--- config.mk ---
export PLATFORM = sky130hd
export DESIGN_NAME = rs232_recv3
export DESIGN_NICKNAME = d
export VERILOG_FILES = /design/src/rtl/rs232_recv3_pkg.sv /design/src/rtl/rs232_recv3_fifo.sv /design/src/rtl/rs232_recv3.sv
export SDC_FILE = /design/constraint.sdc
export NUM_CORES = 1
export LEC_CHECK = 0
export CAP_MARGIN = 5
export CORE_MARGIN = 4
export CORE_UTILIZATION = 60
export CTS_CLUSTER_SIZE = 30
export DETAILED_ROUTE_END_ITERATION = 12
export GPL_TIMING_DRIVEN = 0
export PLACE_DENSITY = 0.82
export SLEW_MARGIN = 25
export SYNTH_ARGS = -nofsm -noshare
export SYNTH_HDL_FRONTEND = slang
export SYNTH_SLANG_ARGS = --single-unit
export TNS_END_PERCENT = 10
--- constraint.sdc ---
create_clock -name clock -period 7.2 [get_ports clock]
set_clock_uncertainty 0.2 [all_clocks]
set_input_delay 1.44 -clock clock [delete_from_list [all_inputs] [get_ports clock]]
set_output_delay 1.44 -clock clock [all_outputs]
set_load 0.01 [all_outputs]
--- src/rtl/rs232_recv3_pkg.sv ---
// Shared definitions for the RS-232 receive path: FSM states and the
// rounded baud divisor used by both the receiver and transmitter.
package rs232_recv3_pkg;

  typedef enum logic [2:0] {
    ST_IDLE,
    ST_START,
    ST_DATA,
    ST_STOP,
    ST_WAIT_HI
  } rx_state_t;

  // Clocks per bit, rounded to nearest.
  function automatic int unsigned rs232_div(input int unsigned clock_freq,
                                            input int unsigned baud_rate);
    return (clock_freq + baud_rate / 2) / baud_rate;
  endfunction

endpackage

--- src/rtl/rs232_recv3_fifo.sv ---
// First-word-fall-through FIFO with wrap-bit pointers; shared by the RS-232
// receive and transmit paths.
module rs232_fifo #(
  parameter int unsigned WIDTH = 8,
  parameter int unsigned ABITS = 4
) (
  input  logic             clock,
  input  logic             resetn,
  input  logic [WIDTH-1:0] wr_data,
  input  logic             wr_en,
  input  logic             rd_en,
  output logic [WIDTH-1:0] rd_data,
  output logic [ABITS:0]   count,
  output logic             full,
  output logic             empty
);

  localparam int unsigned DEPTH = 2 ** ABITS;

  logic [WIDTH-1:0] mem [DEPTH];
  logic [ABITS:0]   wr_ptr;
  logic [ABITS:0]   rd_ptr;
  logic             do_wr;
  logic             do_rd;

  assign count = wr_ptr - rd_ptr;
  // count never exceeds DEPTH, so its top bit alone marks full
  assign full  = count[ABITS];
  assign empty = (count == '0);
  assign do_wr = wr_en && !full;
  assign do_rd = rd_en && !empty;

  always_ff @(posedge clock or negedge resetn) begin
    if (!resetn) begin
      wr_ptr <= '0;
      rd_ptr <= '0;
    end else begin
      if (do_wr) wr_ptr <= wr_ptr + 1'b1;
      if (do_rd) rd_ptr <= rd_ptr + 1'b1;
    end
  end

  always_ff @(posedge clock) begin
    if (do_wr) mem[wr_ptr[ABITS-1:0]] <= wr_data;
  end

  assign rd_data = mem[rd_ptr[ABITS-1:0]];

endmodule

--- src/rtl/rs232_recv3.sv ---
// RS-232 8N1 receiver: oversampled framing into a FWFT FIFO presented as a
// valid/ready stream, with CTS flow control back to the host.
module rs232_recv3 #(
  parameter int unsigned CLOCK_FREQ = 133000000,
  parameter int unsigned BAUD_RATE  = 12000000,
  parameter int unsigned FIFO_ABITS = 4,
  parameter int unsigned CTS_SLACK  = 4
) (
  input  logic       clock,
  input  logic       resetn,
  input  logic       rs232_txd,
  output logic       rs232_ctsn,
  output logic [7:0] data,
  output logic       valid,
  input  logic       ready,
  output logic       frame_error,
  output logic       overrun
);

  import rs232_recv3_pkg::*;

  localparam int unsigned DIV   = rs232_div(CLOCK_FREQ, BAUD_RATE);
  localparam int unsigned HALF  = DIV / 2;
  localparam int unsigned CNT_W = $clog2(DIV);
  localparam int unsigned CW    = FIFO_ABITS + 1;
  localparam logic [CNT_W-1:0] DIV_M1  = CNT_W'(DIV - 1);
  localparam logic [CNT_W-1:0] HALF_M1 = CNT_W'(HALF - 1);
  localparam logic [CW-1:0]    DEPTH_L = CW'(2 ** FIFO_ABITS);
  localparam logic [CW-1:0]    SLACK_L = CW'(CTS_SLACK);

  if (DIV < 4) begin : g_div_check
    $error("rs232_recv3: clock/baud ratio too small");
  end

  logic             sync1, sync2, sync3;
  rx_state_t        state, state_nx;
  logic [CNT_W-1:0] cnt, cnt_nx;
  logic [2:0]       idx, idx_nx;
  logic [7:0]       shreg, shreg_nx;
  logic             push_q, push_nx;
  logic             fe_nx;
  logic             tick;

  logic [CW-1:0]    fifo_count;
  logic             fifo_full;
  logic             fifo_empty;
  logic [CW-1:0]    free_cnt;

  assign tick     = (cnt == '0);
  assign free_cnt = DEPTH_L - fifo_count;

  always_comb begin
    state_nx = state;
    cnt_nx   = tick ? cnt : cnt - 1'b1;
    idx_nx   = idx;
    shreg_nx = shreg;
    push_nx  = 1'b0;
    fe_nx    = 1'b0;
    unique case (state)
      ST_IDLE: begin
        if (sync3 && !sync2) begin
          state_nx = ST_START;
          cnt_nx   = HALF_M1;
        end
      end
      ST_START: begin
        if (tick) begin
          if (!sync2) begin
            state_nx = ST_DATA;
            idx_nx   = '0;
            cnt_nx   = DIV_M1;
          end else begin
            state_nx = ST_IDLE;
          end
        end
      end
      ST_DATA: begin
        if (tick) begin
          shreg_nx[idx] = sync2;
          idx_nx        = idx + 1'b1;
          cnt_nx        = DIV_M1;
          if (idx == 3'd7) state_nx = ST_STOP;
        end
      end
      ST_STOP: begin
        if (tick) begin
          if (sync2) begin
            push_nx  = 1'b1;
            state_nx = ST_IDLE;
          end else begin
            fe_nx    = 1'b1;
            state_nx = ST_WAIT_HI;
          end
        end
      end
      ST_WAIT_HI: begin
        if (sync2) state_nx = ST_IDLE;
      end
      default: state_nx = ST_IDLE;
    endcase
  end

  // shreg is stable while push_q is high, so it feeds the FIFO directly
  always_ff @(posedge clock or negedge resetn) begin
    if (!resetn) begin
      sync1       <= 1'b1;
      sync2       <= 1'b1;
      sync3       <= 1'b1;
      state       <= ST_IDLE;
      cnt         <= '0;
      idx         <= '0;
      shreg       <= '0;
      push_q      <= 1'b0;
      frame_error <= 1'b0;
      rs232_ctsn  <= 1'b0;
    end else begin
      sync1       <= rs232_txd;
      sync2       <= sync1;
      sync3       <= sync2;
      state       <= state_nx;
      cnt         <= cnt_nx;
      idx         <= idx_nx;
      shreg       <= shreg_nx;
      push_q      <= push_nx;
      frame_error <= fe_nx;
      rs232_ctsn  <= (free_cnt <= SLACK_L);
    end
  end

  rs232_fifo #(
    .WIDTH (8),
    .ABITS (FIFO_ABITS)
  ) u_fifo (
    .clock   (clock),
    .resetn  (resetn),
    .wr_data (shreg),
    .wr_en   (push_q),
    .rd_en   (ready),
    .rd_data (data),
    .count   (fifo_count),
    .full    (fifo_full),
    .empty   (fifo_empty)
  );

  assign valid   = !fifo_empty;
  assign overrun = push_q && fifo_full;

endmodule

==> flow_metrics.py, run 1 <==
# Metrics from the implementation run
metrics = {
    "finish": {
        "buffers": 34,
        "top_area_cell_class": "registers",
        "largest_reg_flops": 128,
        "logic_area_um2": 1910,
        "fin_area_um2": 7700,
    },
    "floorplan": {
        "die_h_um": 114,
        "taps": 140,
    },
    "critical_path": {
        "crit_arrival_ns": 4.15,
        "crit_path_max_incr_delay_ns": 0.62,
        "critPathRequiredTime_ns": 5.56,
    },
    "synth": {
        "ys_sh_adder": 0.0290,
        "most_common_cell": "edfxtp_1",
        "largest_area_cell": "edfxtp_1",
        "top_area_frac": 0.571,
        "synth_xor_xnor_area_share": 0.0156,
        "ys_cells": 369,
        "edf_count": 128,
        "topCellsByArea": "edfxtp_1, mux4_2, dfrtp_1",
    },
    "power_and_ir_drop": {
        "intPower_w": 0.00202,
        "swShare": 0.279,
        "finalPower_w": 0.00280,
        "p_switching_w": 0.000784,
        "ir_worst_vdd_mv": 0.184,
        "power_density_nw_per_um2": 364,
    },
    "outcome": {
        "status": "complete, no violations",
    },
    "timing": {
        "rsz0062_at_grt": "false",
    },
    "global_route": {
        "grt_max_degree": 25,
        "grt_pass1_vias": 3638,
        "gr-max-usage-layer": "met2",
    },
    "min_path": {
        "hold_start": "sync1",
    },
    "drt": {
        "wl_met1_um": 4880,
        "top_layer": "met4",
    },
}
Fig. 1: run 1, M1 wires
Bar = 20 um. Supply wires on this layer in grey.
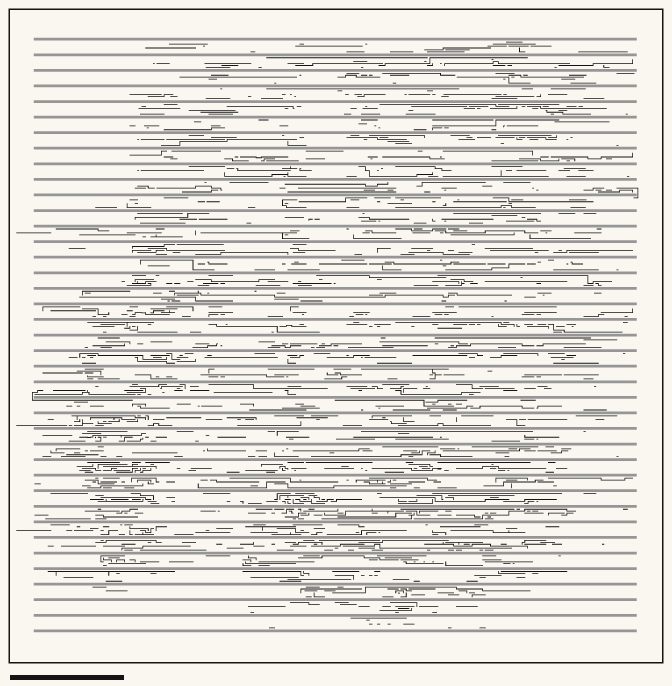
share of all routed wire: 38%
longest straight run: 33.6 um
main direction: horizontal
wire length on this layer: 4880 um
nets with wire on the layer: 399

Fig. 2: run 1, M2 wires
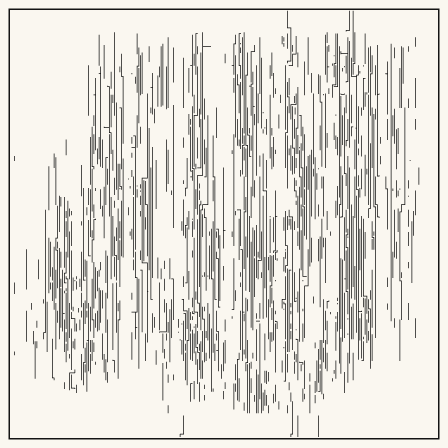
share of all routed wire: 53%
main direction: vertical

Fig. 3: run 1, the metal 3 layer
Bar = 20 um. Cells faint in the background.
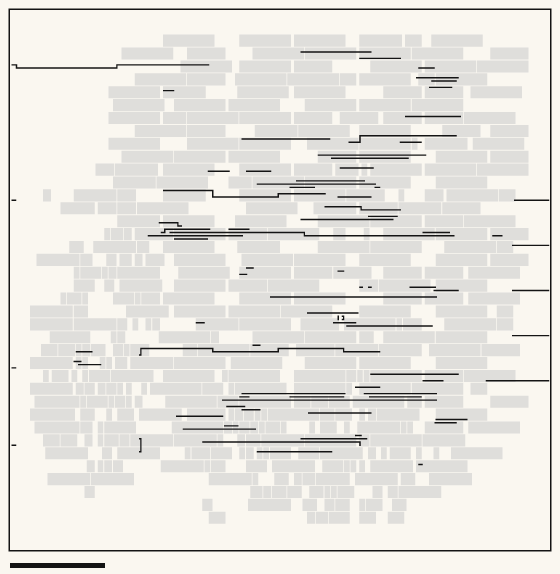
longest straight run: 45.1 um
share of all routed wire: 7.1%
main direction: horizontal
Routed WL: 12800 um
met3 GRT Util: 0.0599
DR vias: 3501

Fig. 4: run 1, clock wiring as the flow saved it
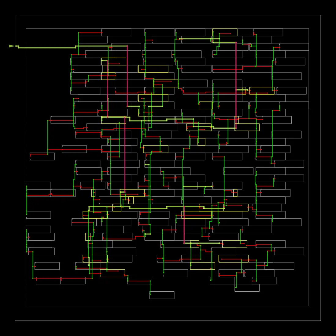

## Run 2: what changed since run 1
--- a/config.mk
+++ b/config.mk
@@ -7,11 +7,11 @@
 export LEC_CHECK = 0
 export CAP_MARGIN = 5
 export CORE_MARGIN = 4
-export CORE_UTILIZATION = 60
+export CORE_UTILIZATION = 55
 export CTS_CLUSTER_SIZE = 30
 export DETAILED_ROUTE_END_ITERATION = 12
 export GPL_TIMING_DRIVEN = 0
-export PLACE_DENSITY = 0.82
+export PLACE_DENSITY = 0.79
 export SLEW_MARGIN = 25
 export SYNTH_ARGS = -nofsm -noshare
 export SYNTH_HDL_FRONTEND = slang
==> constraint.sdc (replaced) <==
create_clock -name clock -period 5 [get_ports clock]
set_clock_uncertainty 0.2 [all_clocks]
set_input_delay 1 -clock clock [delete_from_list [all_inputs] [get_ports clock]]
set_output_delay 1 -clock clock [all_outputs]
set_load 0.01 [all_outputs]
Fig. 5: run 2, clock wiring as the flow saved it
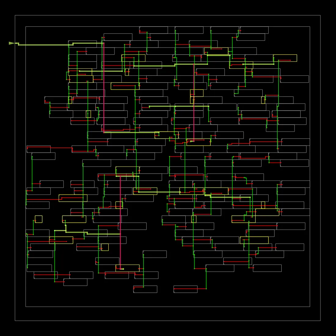
total CTS buffers: 17
flop count: 162
Skew-Pair Late Insertion Delay: 0.42 ns

==> flow_metrics.py, run 2 <==
# Metrics from the implementation run
metrics = {
    "outcome": {
        "status": "complete, no violations",
    },
    "clock_tree": {
        "post_cts_resized": 1,
    },
    "power_and_ir_drop": {
        "maxPowerGroup": "sequential cells",
        "ir_worst_vdd_mv": 0.321,
        "swShare": 0.282,
        "p_switching_w": 0.00113,
        "intPower_w": 0.00287,
        "finalPower_w": 0.00399,
        "power_density_nw_per_um2": 519,
    },
    "floorplan": {
        "die_h_um": 119,
        "fp_util": 0.560,
        "taps": 147,
    },
    "critical_path": {
        "crit_arrival_ns": 3.58,
        "cp.depth": 9,
        "timing.critical_path.mode_cell": "inv_1",
        "crit_path_max_incr_delay_ns": 0.59,
        "crit_family": "buffers and inverters",
        "critPathRequiredTime_ns": 3.80,
    },
    "synth": {
        "yosys_most_used_dff": "edfxtp_1",
        "ys_sh_adder": 0.0290,
        "top_area_frac": 0.571,
        "edf_count": 128,
        "topCellsByArea": "edfxtp_1, mux4_2, dfrtp_1",
        "most_common_cell": "edfxtp_1",
        "ys_cells": 369,
        "fp_nets": 388,
        "largest_area_cell": "edfxtp_1",
        "synth_xor_xnor_area_share": 0.0156,
    },
    "finish": {
        "logic_area_um2": 1910,
        "largest_reg_flops": 128,
        "top_area_cell_class": "registers",
        "buffers": 33,
        "fin_area_um2": 7690,
        "fillers": 807,
        "finalNonFillerCells": 563,
    },
    "drt": {
        "wl_met1_um": 5380,
        "top_layer": "met4",
        "vias": 3406,
        "met3_length_um": 713,
        "drt-total-wl_um": 12500,
    },
    "place": {
        "dpl.hpwl_um": 8100,
        "dpl.cell_count": 532,
    },
    "global_route": {
        "grt_max_degree": 21,
        "grt_overflow": 0,
        "gr-max-usage-layer": "met2",
        "grt_pass1_vias": 3536,
    },
    "timing": {
        "rsz0062_at_grt": "false",
    },
    "min_path": {
        "hold_start": "sync1",
    },
    "flow_run": {
        "maxCapViolations": 0,
    },
}
Fig. 6: run 2, the metal 3 layer
Bar = 20 um. Cells faint in the background.
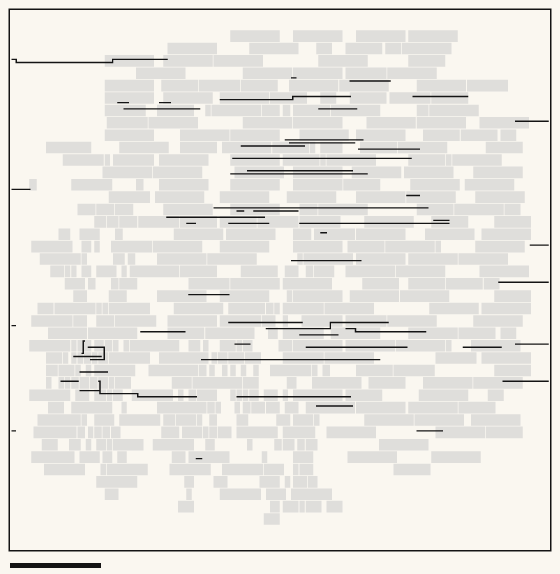
share of all routed wire: 5.7%
nets with wire on the layer: 41
main direction: horizontal

## Run 3: what changed since run 2
--- a/config.mk
+++ b/config.mk
@@ -12,6 +12,7 @@
 export DETAILED_ROUTE_END_ITERATION = 12
 export GPL_TIMING_DRIVEN = 0
 export PLACE_DENSITY = 0.79
+export SKIP_LAST_GASP = 1
 export SLEW_MARGIN = 25
 export SYNTH_ARGS = -nofsm -noshare
 export SYNTH_HDL_FRONTEND = slang
Fig. 7: run 3, logic cells by family
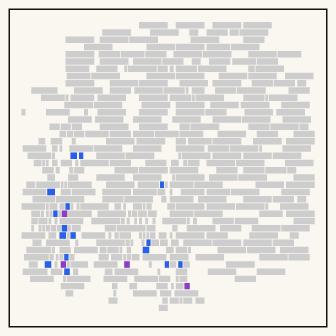
legend:
  aoi and oai cells:
    colour: blue
    cells: 16
  and/or cells:
    colour: purple
    cells: 4
    most_used: or3_1

==> flow_metrics.py, run 3 <==
# Metrics from the implementation run
metrics = {
    "outcome": {
        "status": "complete, no violations",
    },
    "drt": {
        "top_layer": "met4",
        "drt-total-wl_um": 12500,
        "wl_met1_um": 5380,
        "met3_length_um": 713,
    },
    "critical_path": {
        "crit_arrival_ns": 3.58,
        "critPathRequiredTime_ns": 3.80,
        "crit_path_max_incr_delay_ns": 0.59,
        "cp.depth": 9,
        "crit_family": "buffers and inverters",
    },
    "global_route": {
        "gr-max-usage-layer": "met2",
        "grt_max_degree": 21,
        "grt_usage": 0.191,
        "grt_overflow": 0,
        "grt_pass1_vias": 3536,
    },
    "timing": {
        "timing.final.ws_setup_ns": 0.217,
        "rsz0062_at_grt": "false",
    },
    "clock_tree": {
        "post_cts_resized": 1,
        "cts_made_buffers": 17,
    },
    "synth": {
        "most_common_cell": "edfxtp_1",
        "largest_area_cell": "edfxtp_1",
        "edf_count": 128,
        "yosys_most_used_dff": "edfxtp_1",
        "top_area_frac": 0.571,
        "synth_xor_xnor_area_share": 0.0156,
        "topCellsByArea": "edfxtp_1, mux4_2, dfrtp_1",
        "ys_cells": 369,
        "fp_nets": 388,
    },
    "floorplan": {
        "fp_util": 0.560,
        "taps": 147,
        "die_h_um": 119,
    },
    "finish": {
        "top_area_cell_class": "registers",
        "fin_area_um2": 7690,
        "buffers": 33,
        "num_antenna_cells": 0,
        "logic_area_um2": 1910,
        "fillers": 807,
        "finalNonFillerCells": 563,
        "largest_reg_flops": 128,
        "design.seq.count": 162,
    },
    "power_and_ir_drop": {
        "finalPower_w": 0.00399,
        "power_density_nw_per_um2": 519,
        "intPower_w": 0.00287,
        "maxPowerGroup": "sequential cells",
        "p_switching_w": 0.00113,
    },
    "flow_run": {
        "maxCapViolations": 0,
    },
    "min_path": {
        "hold_start": "sync1",
    },
    "place": {
        "dpl.cell_count": 532,
        "dpl.hpwl_um": 8100,
    },
}
Fig. 8: run 3, the metal 3 layer
Bar = 20 um. Cells faint in the background.
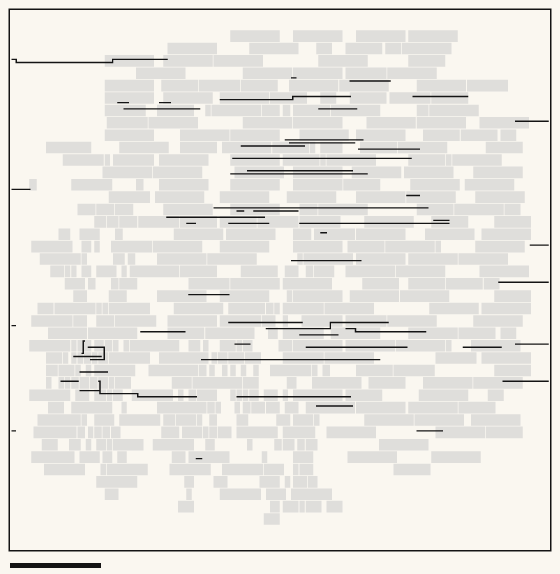
main direction: horizontal
share of all routed wire: 5.7%
longest straight run: 46.9 um
nets with wire on the layer: 41
wire length on this layer: 713 um
DR vias: 3406
met3 GRT Util: 0.0545

